`src/rtl/bcd_serial_adder.sv`:
```
`default_nettype none
// ============================================================================
//  Module   : bcd_serial_adder
//  Purpose  : Digit-serial packed-BCD adder/subtractor. Handles one decimal
//             digit per clock, least significant digit first, and uses a
//             start/done handshake. Operand pairs that contain a non-BCD
//             digit are rejected through err without running the datapath.
//  Revision : 1.0  initial release
// ============================================================================
module bcd_serial_adder #(
   parameter int DIGITS = 4
) (
   input  logic                  Clock,
   input  logic                  Resetn,
   input  logic                  start,
   input  logic                  mode,
   input  logic                  cin,
   input  logic [4*DIGITS-1:0]   A,
   input  logic [4*DIGITS-1:0]   B,
   output logic [4*DIGITS-1:0]   S,
   output logic                  cout,
   output logic                  err,
   output logic                  busy,
   output logic                  done
);

   localparam int W    = 4 * DIGITS;
   localparam int IDXW = (DIGITS > 1) ? $clog2(DIGITS) : 1;
   localparam logic [IDXW-1:0] LAST_IDX = IDXW'(DIGITS - 1);

   typedef enum logic [0:0] {
      ST_IDLE = 1'b0,
      ST_RUN  = 1'b1
   } state_t;

   state_t          state_q, state_d;
   logic [W-1:0]    a_q, a_d;
   logic [W-1:0]    b_q, b_d;
   logic [W-1:0]    s_q, s_d;
   logic [IDXW-1:0] idx_q, idx_d;
   logic            mode_q, mode_d;
   logic            carry_q, carry_d;
   logic            cout_q, cout_d;
   logic            err_q, err_d;
   logic            busy_q, busy_d;
   logic            done_q, done_d;

   logic            ops_valid;
   logic [3:0]      b_adj;
   logic [4:0]      t_sum;
   logic            t_gt9;
   logic [3:0]      digit;

   // Flag the incoming operand pair as valid only if every nibble is 0..9
   always_comb begin
      ops_valid = 1'b1;
      for (int j = 0; j < DIGITS; j++) begin
         if ((A[4*j +: 4] > 4'd9) || (B[4*j +: 4] > 4'd9)) begin
            ops_valid = 1'b0;
         end
      end
   end

   // One decimal digit slice: subtract uses nine's complement of B plus the
   // initial carry of 1, giving ten's-complement subtraction
   always_comb begin
      b_adj = mode_q ? (4'd9 - b_q[3:0]) : b_q[3:0];
      t_sum = {1'b0, a_q[3:0]} + {1'b0, b_adj} + {4'b0000, carry_q};
      t_gt9 = (t_sum > 5'd9);
      digit = t_gt9 ? (t_sum[3:0] + 4'd6) : t_sum[3:0];
   end

   // Next-state and next-output logic for the IDLE/RUN sequencer
   always_comb begin
      state_d = state_q;
      a_d     = a_q;
      b_d     = b_q;
      s_d     = s_q;
      idx_d   = idx_q;
      mode_d  = mode_q;
      carry_d = carry_q;
      cout_d  = cout_q;
      err_d   = err_q;
      busy_d  = busy_q;
      done_d  = 1'b0;

      case (state_q)
         ST_IDLE: begin
            if (busy_q) begin
               // Rejected operands: finish the handshake one cycle later
               busy_d = 1'b0;
               done_d = 1'b1;
            end else if (start) begin
               a_d     = A;
               b_d     = B;
               mode_d  = mode;
               carry_d = mode ? 1'b1 : cin;
               s_d     = '0;
               cout_d  = 1'b0;
               idx_d   = '0;
               busy_d  = 1'b1;
               err_d   = ~ops_valid;
               if (ops_valid) begin
                  state_d = ST_RUN;
               end
            end
         end

         ST_RUN: begin
            for (int j = 0; j < DIGITS; j++) begin
               if (idx_q == IDXW'(j)) begin
                  s_d[4*j +: 4] = digit;
               end
            end
            // Operands shift down so the current digit is always in [3:0]
            a_d     = a_q >> 4;
            b_d     = b_q >> 4;
            carry_d = t_gt9;
            idx_d   = idx_q + IDXW'(1);
            if (idx_q == LAST_IDX) begin
               cout_d  = t_gt9;
               busy_d  = 1'b0;
               done_d  = 1'b1;
               idx_d   = '0;
               state_d = ST_IDLE;
            end
         end

         default: begin
            state_d = ST_IDLE;
         end
      endcase
   end

   // State and output registers; reset aborts any operation in progress
   always_ff @(posedge Clock or negedge Resetn) begin
      if (!Resetn) begin
         state_q <= ST_IDLE;
         a_q     <= '0;
         b_q     <= '0;
         s_q     <= '0;
         idx_q   <= '0;
         mode_q  <= 1'b0;
         carry_q <= 1'b0;
         cout_q  <= 1'b0;
         err_q   <= 1'b0;
         busy_q  <= 1'b0;
         done_q  <= 1'b0;
      end else begin
         state_q <= state_d;
         a_q     <= a_d;
         b_q     <= b_d;
         s_q     <= s_d;
         idx_q   <= idx_d;
         mode_q  <= mode_d;
         carry_q <= carry_d;
         cout_q  <= cout_d;
         err_q   <= err_d;
         busy_q  <= busy_d;
         done_q  <= done_d;
      end
   end

   assign S    = s_q;
   assign cout = cout_q;
   assign err  = err_q;
   assign busy = busy_q;
   assign done = done_q;

endmodule
`default_nettype wire

```
`config.mk`:
```
export PLATFORM = sky130hd
export DESIGN_NAME = bcd_serial_adder
export DESIGN_NICKNAME = d
export VERILOG_FILES = /design/src/rtl/bcd_serial_adder.sv
export SDC_FILE = /design/constraint.sdc
export NUM_CORES = 1
export LEC_CHECK = 0
export CORE_MARGIN = 1.5
export CORE_UTILIZATION = 40
export CTS_CLUSTER_SIZE = 40
export DETAILED_ROUTE_END_ITERATION = 7
export MAX_ROUTING_LAYER = met4
export PLACE_DENSITY = 0.68
export SYNTH_ARGS = -nofsm -noshare
export SYNTH_HDL_FRONTEND = slang
export SYNTH_SLANG_ARGS = --single-unit
```
`constraint.sdc`:
```
create_clock -name Clock -period 3.3 [get_ports Clock]
set_clock_uncertainty 0.1 [all_clocks]
set_input_delay 0.33 -clock Clock [delete_from_list [all_inputs] [get_ports Clock]]
set_output_delay 0.33 -clock Clock [all_outputs]
set_load 0.1 [all_outputs]
```
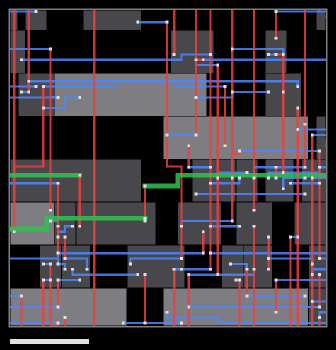
Fig. 1. Layout detail.
Scale bar: 5 µm. Region (34, 52) to (54, 72) µm. Cells in gray, sequential cells in the stronger gray; small squares are vias.
legend:
  M3:
    color: green
  M2:
    color: red
  M1:
    color: blue
sequential cells in the window: 4
cells with their middle in the window: 22
most frequent: nand2_1 (4), o21ai_0 (3), dfrtp_1 (3)

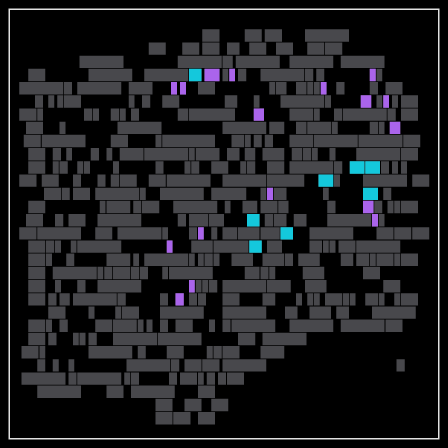
Fig. 2. Gate families picked out.
legend:
  non-inverting ao/oa cells:
    color: cyan
    cells: 8
  nor cells:
    color: purple
    cells: 17

==> flow_summary.yaml <==
# flow metrics
run_status:
  status: "finished with violations"
  violations_in_the_final_reports: "negative hold slack"
critical_path:
  worst_path_buf_inv: 1
  r2r.worst_path.cells: 10
  critical_path.endpoint_type: "flip-flop"
  worstSetupStartpointType: "flip-flop"
  timing.critical_path.arrival_ns: 3.15
  critical_path.top_delay_family: "adder cells"
  required_ns: 3.47
synth:
  synthesis.yosys.warnings: 0
  synthesis.nets: 358
  number_of_enable_type_register_cells_in_the_synthesized_netlist: 0
  numSynthFlops: 57
  netlist_area_um2: 2900
layout:
  fin_nets: 412
  antennaDiodeCount: 0
sta:
  worst_hold_slack_ns: -0.00660
  timing.final.crit_period_ns: 2.98
  final_period_utilization: 0.904
  maxClockFrequency_mhz: 335
  finalHoldViolations: 5
placed_design:
  gp_routability_congestion: 0.866
clock_network:
  post_cts_buffers: 0
  cts.clk_slew.worst_paths_ns: 0.07
  tritoncts.num_buffers: 9
global_route:
  grt_pass1_vias: 2350
  grt_use_total: 0.191
  antenna_found_initial: 0
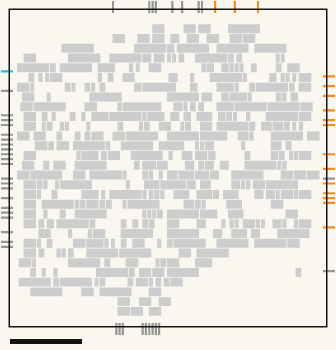
Fig. 3. I/O pins on the die edge.
Scale bar: 20 µm. Pins as bars across the die edge, other pins in gray.
legend:
  `S`:
    color: orange
    pins: 16
    direction: output
    edge: 13 right, 3 top
  `Clock`:
    color: cyan
    pins: 1
    direction: input
    edge: left
all pins by edge: 22 left, 15 right, 11 top, 9 bottom
number of port buffers: 56
vertical die dimension: 88.2 µm

through the flow:
| step | instance area (µm²) | utilization | hold slack (ns) | power, W | std cells |
|---|---|---|---|---|---|
| CTS | 3750 | 0.543 | 0.0128 | 0.00437 | 465 |
| finish | 3750 | 0.543 | -0.00660 | 0.00434 | 465 |
| global route | 3750 | 0.543 | 0.0634 | 0.00468 | 465 |
| detailed placement | 3550 | 0.514 | 0.370 | 0.00369 | 449 |
| floorplan | 2900 | - | -0.0656 | 0.00312 | 310 |
| global placement | 3550 | 0.514 | 0.360 | 0.00360 | 449 |
layer usage:
layer / part of all wire / GRT usage / up-vias
li1: - / - / 1169
met1: 0.47 / 0.238 / 1085
met2: 0.48 / 0.309 / 56
met3: 0.040 / 0.0424 / 10
met4: 0.014 / 0.0639 / 0
met5: 0 / - / -
power breakdown:
| part | switching, W | total [W] | internal (W) |
|---|---|---|---|
| combinational | 0.00158 | 0.00245 | 0.000873 |
| sequential | 0.000227 | 0.00122 | 0.000994 |
| clock | 0.000285 | 0.000672 | 0.000387 |
| total | 0.00209 | 0.00434 | 0.00225 |
final timing paths:
kind,from,endpoint
worst max-delay path,mode_q,S[2]
min in group Clock,a_q[10],a_q[6]
worst min-delay path,Resetn,S[8]
worst min register to register,a_q[10],a_q[6]
max in group asynchronous,Resetn,state_q
worst max register to register,mode_q,S[2]
cell usage after synthesis, types with 5 or more instances:
cell / number / area share
nand2_1: 70 / 0.090
dfrtp_1: 57 / 0.49
o31ai_1: 6 / 0.016
a21oi_1: 17 / 0.029
mux2i_1: 27 / 0.093
nor2b_1: 5 / 0.011
ha_1: 9 / 0.039
o21ai_0: 45 / 0.078
clkbuf_1: 14 / 0.018
nor2_1: 11 / 0.014
inv_1: 13 / 0.017
final cells by class:
class                           count  area, µm²
Sequential cell                    57       1430
Inverter                           13       48.8
Timing Repair Buffer               60        586
Clock buffer                       11        151
Tap cell                           96        120
Fill cell                         676       3150
Clock inverter                      5       53.8
Multi-Input combinational cell    223       1370
state kept, by name, summed over array words and instances, names as in the netlist:
signal,cells
idx_q,2
cout,1
mode_q,1
S,16
b_q,16
done,1
busy,1
state_q,1
a_q,16
err,1
carry_q,1
kinds of logic (layout without fill, tap and decap cells):
family                     count (synthesis)  after routing
and+or+nand+nor                           94             94
AOI/OAI and AO/OA                         86             86
buffers and inverters                     30             89
DFF                                       57             57
adders and majority gates                 11             11
muxes                                     28             28
xor gates and xnor gates                   4              4
Power and IR drop assume default switching activity.
